==> run_1/ff_map.png <==
Scale: 1.5 px per um. Other sequential cells in the stronger gray, the rest of the logic in the fainter gray.
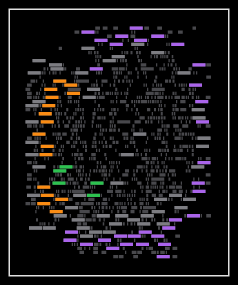
==> run_1/gates.png <==
Scale: 2 px per um.
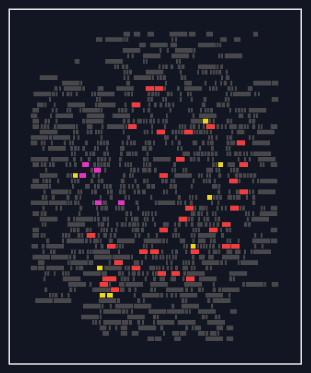
==> run_1/port_trees.png <==
Scale: 3 px per um.
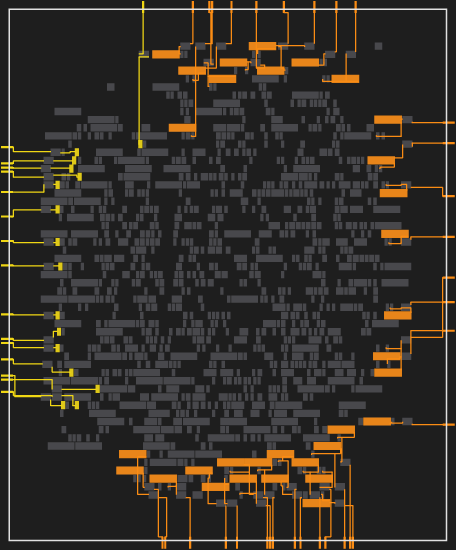
==> config.mk <==
export PLATFORM = sky130hd
export DESIGN_NAME = isq_square
export DESIGN_NICKNAME = d
export VERILOG_FILES = /design/src/rtl/isq_square.sv
export SDC_FILE = /design/constraint.sdc
export NUM_CORES = 1
export LEC_CHECK = 0
export ABC_AREA = 1
export CAP_MARGIN = 30
export CORE_ASPECT_RATIO = 1.25
export CORE_MARGIN = 10
export CORE_UTILIZATION = 35
export CTS_CLUSTER_DIAMETER = 50
export DETAILED_ROUTE_END_ITERATION = 6
export GPL_TIMING_DRIVEN = 1
export PLACE_DENSITY = 0.55
export SLEW_MARGIN = 30
export SYNTH_ARGS = -nofsm -noshare
export SYNTH_HDL_FRONTEND = slang
export SYNTH_SLANG_ARGS = --single-unit
==> constraint.sdc <==
create_clock -name clk -period 4.5 [get_ports clk]
set_input_delay 0.9 -clock clk [delete_from_list [all_inputs] [get_ports clk]]
set_output_delay 0.9 -clock clk [all_outputs]
set_load 0.05 [all_outputs]
==> changes_impl.md, run 1 <==
## Flow update

- Die x size: 145.3 um
- Global-route wire length before repair: roughly 34000 um
- Row cnt: approximately 57
- P&R area growth vs syn: 15.41%
- Timing-limited maximum frequency: between 0.2 and 0.3 GHz
- Cts bufs inserted: 9
- Drt drc: 0
- Biggest area cells: dfrtp_1, nand2_1, nand3_1
- Power share of the clock group: about an eighth
- Worst Path Max Fanout: 20
- # diodes: 0
- Share of layout cells above drive strength 1: roughly 3.6%
- Commonest flop: dfrtp_1
- R2R Setup Slk: around 0.70 ns
- Min-delay worst type: input pin to asynchronous set/reset pin
- Total global-route track usage: 16.39%
- Vias: about 6.5k
- Number of enable flip-flop cells: 0
- Pin count of the biggest net entering global routing: approximately 48
- CP most frequent cell: nand2_1
- Initial antenna violation count: 0
- Detailed Route Iter0 Violations: ~380
- Register area share after synthesis: a little under two fifths
- Kind of start point of the critical path: flip-flop
- WL/cell: around 16 um
- Yosys stat area: approximately 6900 um2
- Yosys stat cell total: roughly 1.0k
- Yosys warnings: 0
- Detail-routed via count per cell: 4.968
- Seq cells post-synth: 103
- Vias in the first global route: about 6.6k
- CTS tree: yes
- Clock transition at path regs: 0.08 ns
- Core Util at FP: a little over a third
- Crit Path Class: flip-flop to flip-flop
- Post-CTS Setup Bufs: 0
- Power Internal: approximately 3100 uW
- Max stage delay on crit path: 0.70 ns
- Post-route ant nets: 0
- Die H: 176.6 um
- Final instance area: roughly 7900 um2
- Core footprint: 19400 um2
- Synth top area share: 37.53%
- Switching Power: approximately 3700 uW
- Slew HR: 55.46%
- Combinational share of power: 63.6%
- Slew Viols, Final: 0
- Placed cell area: approximately 7600 um2
- RePlAce Congestion: approximately 0.98
- Fin. Hold Viols: 0
- Gate Count Post-Synth: around 1.0k
- HPWL after DPL: about 17000 um
- Worst path arrival time: around 4.0 ns
- Clk latency late pin: between 0.3 and 0.4 ns
- Netlist cell types: roughly 40
- Status: complete, no violations
- Dominant cell type by area after synthesis: dfrtp_1
- Setup violations, final: 0
- Worst-Margin Slew: 0.6674 ns
- Top cells excl fill/tap: nand2_1, dfrtp_1, nand3_1
- Leak: between 0.003 and 0.004 uW
- RSZ-0062 raised after global routing: no
- CTS resizes: 0
- # hold bufs at CTS: 0
- Syn Std Cell Area: 6868 um2
- Clock sinks: between 100 and 150
-- ff_map.png (at the start) --
[mcand_r] orange | flops: 16
[square] purple | flops: 32
[cnt_r] green | flops: 5
not colored: 50
P_seq: 1660 uW
flop share of the area: 32.52%

-- gates.png (at the start) --
[fa/ha/maj cells] red | cells: 34
[mux cells] magenta | cells: 5
[non-inverting ao/oa cells] yellow | cells: 8
most frequent logic cell in the layout: nand2_1
final cell count without fillers: 1311
multi-input gate share of total cell area: 47.83%

-- port_trees.png (at the start) --
[root] yellow | direction: input | edge: 15 left, 1 top | end cells: 16 | buffers: 16 | wire: 312 um
[square] orange | direction: output | edge: 15 bottom, 9 top, 8 right | end cells: 32 | buffers: 32 | wire: 914 um
PortBufs: 52
io pins: 53

run 1: per-stage QoR:
step           utilization [%]  power (uW)  hold WS, ns  std cells  worst slack (ns)
2_1_floorplan                -        4743       0.4422       1000             1.856
3_3_place_gp             39.28        5968       0.4646       1294            0.7851
3_5_place_dp             39.34        5985       0.4640       1295            0.7820
4_1_cts                  40.86        6802       0.4746       1311            0.7662
5_1_grt                  40.86        7386       0.4752       1311            0.4346
6_report                 40.86        6777       0.4571       1311            0.7028
run 1: cell usage after synthesis, types with 4 or more instances:
library cell	count
nor2_1	70
xnor2_1	12
o22ai_1	8
ha_1	33
clkbuf_1	14
buf_2	11
o21bai_1	5
a21oi_1	37
nor3_1	9
dfrtp_1	103
o21ai_0	73
nand3_1	93
o21ai_1	10
nand4_1	8
o211ai_1	4
nand2_1	380
mux2i_1	5
inv_1	85
run 1: routing by layer:
| metal | vias to the layer above | part of all wire [%] | track usage (%) |
|---|---|---|---|
| met2 | 133 | 50 | 29.54 |
| met4 | 0 | 3.2 | 6.751 |
| met3 | 37 | 3.1 | 2.507 |
| met1 | 3005 | 44 | 19.03 |
| li1 | 3338 | - | - |
| met5 | - | 0 | 0 |
run 1: area by class of cell:
cell class / count / area [um2]
clock buffers: 9 / 225.2
inverters: 87 / 326.6
clock inverters: 7 / 70.07
repair buffers: 63 / 604.3
well taps: 265 / 331.6
flip-flops and latches: 103 / 2577
fillers: 2114 / 11470
multi-input cells: 777 / 3791
run 1: critical path, delay by kind of cell (launching register included):
kind	cells	cell delay, ns
DFF	1	0.70
AOI/OAI and AO/OA	3	0.61
buffers and inverters	2	0.58
adders and majority gates	1	0.40
and+or+nand+nor	10	1.39
run 1: cells by family (layout without fill, tap and decap cells):
group	count (synthesis)	after routing	share of synthesized area (%)
and+or+nand+nor	571	571	34.09
AOI/OAI and AO/OA	152	152	12.13
buffers and inverters	120	166	7.306
DFF	103	103	37.53
adders and majority gates	34	34	6.304
xor gates and xnor gates	15	15	1.913
muxes	5	5	0.7288
run 1: power by group through the flow:
stage	registers, uW	logic (uW)	clock network (uW)
floorplan	2000	2740	0
global placement	1680	4290	0
detailed placement	1680	4300	0
global route	1720	4800	863
finish	1660	4310	803
CTS	1670	4310	824
==> run 2, diff against run 1 <==
Settings changed: PLACE_DENSITY 0.55 to 0.57.
Clock period 4.5 ns to 3.28 ns, I/O delays scaled along.
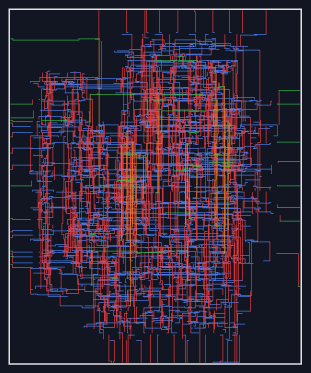
(run_2/layers.png)
Scale: 2 px per um.
[M2] red | wire length: 10500 um
[M1] blue | wire length: 8720 um
[M3] green | wire length: 639 um
[M4] orange | wire length: 926 um
Vias: 6643
Detailed Route WL: 20790 um
WL/cell: 15.59 um
total global-route track usage: 16.37%

==> run 2 against run 1 <==
Against the previous run: worst setup slack lost 0.49 ns; cell count increased by 1.8%; die size did not move; maximum frequency increased by 24%; clock power grew 37%; non-clock buffer count is 23 higher; largest cell class unchanged; via count increased by 2.0%; utilization increased by 1.7 points; first-iteration DRC count shrank 3.7%.
==> changes_impl.md, run 2 <==
## Flow update

- Pin count of the biggest net entering global routing: 48 (unchanged)
- List of most frequent post-synthesis cells: nand2_1, dfrtp_1, nand3_1, inv_1, o21ai_0
- Adder Share, Synth: 6.304% (unchanged)
- Clock transition at path regs: 0.08 ns (about the same)
- Number of enable flip-flop cells: 0 (unchanged)
- Most frequent logic cell in the layout: nand2_1
- Combinational share of power: 65.5% (+1.9 points)
- Fin. Hold Viols: 0 (unchanged)
- Power Internal: 4607 uW (+47%)
- Synth top cell by count: nand2_1
- Yosys stat cell total: 1000 (unchanged)
- R2R Setup Slk: 0.21 ns (-0.49 ns)
- Setup ws final: 0.2104 ns (-0.4924 ns)
- Yosys stat area: 6868 um2 (unchanged)
- Switching Power: 5129 uW (+41%)
- Post-route ant nets: 0 (unchanged)
- Status: complete, no violations
- Yosys xor share: 1.913% (unchanged)
- FILL cells: 2114 (unchanged)
- Netlist cell types: 40 (unchanged)
- Leak: 0.004105 uW (+2.7%)
- Timing-limited maximum frequency: 0.3258 GHz (+24%)
- PortBufs: 52 (unchanged)
- Multi-input logic area: 3913 um2 (+3.2%)
- Die x size: 145.3 um (unchanged)
- HPWL after DPL: 16380 um (-1.3%)
- Kind of start point of the critical path: flip-flop
- Initial antenna violation count: 0 (unchanged)
- P&R area growth vs syn: 20.08%
- Ao+oa area frac: 12.13% (unchanged)
- Syn Std Cell Area: 6868 um2 (unchanged)
- CTS tree: yes
- Final instance area: 8247 um2 (+4.0%)
- Worst-Margin Slew: 0.6402 ns (-0.02724 ns)
- Clock sinks: 103 (unchanged)
- # diodes: 0 (unchanged)
- Io pins: 53 (unchanged)
- Register area share after synthesis: 37.53% (unchanged)
- Cts bufs inserted: 9 (unchanged)
- Crit Path Class: flip-flop to flip-flop
- Power share of the clock group: 11.3% (-0.6 points)
- Share of layout cells above drive strength 1: 8.419% (+4.8 points)
- Worst Path Max Fanout: 14 (-30%)
- Die H: 176.6 um (unchanged)
-- run 2: cell types whose count changed in the layout (fill, tap and decap cells not counted), sizes merged --
cell / previous run / this run
clkinv: 3 / 2
clkinvlp: 0 / 2
buf: 12 / 35
inv: 91 / 89
clkbuf: 9 / 10
-- run 2: repair_timing --
item / in CTS / in global routing
resized: 5 / 48
pin swaps: 0 / 4
setup endpoints to repair: 4 / 38
hold buffers: 0 / 0
buffers inserted: 0 / 2
-- run 2: power by group through the flow --
stage,sequential (uW),combinational [uW],clock (uW)
6_report,2260,6380,1100
5_1_grt,2340,7130,1170
4_1_cts,2260,6180,1120
3_5_place_dp,2280,6150,0
3_3_place_gp,2270,6120,0
2_1_floorplan,2750,3760,0
-- run 2: logic make-up (layout without fill, tap and decap cells) --
group           after synthesis  count (layout)
fa+ha+maj                    34              34
buf+inv                     120             189
mux                           5               5
flops                       103             103
simple gates                571             571
compound gates              152             152
xor+xnor                     15              15
-- run 2: metrics by stage --
stage	power [uW]	hold slack (ns)	TNS [ns]
2_1_floorplan	6508	0.3604	0
3_3_place_gp	8388	0.4580	-0.2139
3_5_place_dp	8431	0.4664	-0.09194
4_1_cts	9565	0.2930	0
5_1_grt	10640	0.3065	-0.03968
6_report	9736	0.2686	0
-- run 2: area by class of cell --
| cell class | count | area share (%) |
|---|---|---|
| clock inverter | 6 | 0.6372 |
| inverter | 87 | 4.051 |
| tap | 265 | 4.021 |
| multi-input combinational | 777 | 47.44 |
| sequential | 103 | 31.27 |
| timing repair buffer | 86 | 9.680 |
| clock buffer | 10 | 2.898 |
-- run 2: metal layers --
metal | track usage (%) | vias to the layer above | wire length, um
met5 | 0 | - | 0
met4 | 8.734 | 0 | 926
met3 | 2.635 | 53 | 639
met2 | 29.44 | 138 | 10510
met1 | 18.24 | 3067 | 8717
li1 | - | 3385 | -
-- run 2: worst max-delay path, cell delays in order (launching register included) --
cell and delay (ns):
dfrtp_2 0.45, buf_12 0.15, o21ai_0 0.23, mux2i_1 0.15
o21ai_1 0.27, a21oi_1 0.11, o22ai_1 0.19, ha_1 0.34
nand2_1 0.09, nand2_1 0.07, o21bai_1 0.17, a21oi_1 0.23
nor2_1 0.08, nor2_1 0.14, nand3_1 0.12, nand3_1 0.12
nand2_1 0.06
Power figures rest on the tool's default switching activity, not on a simulated workload.
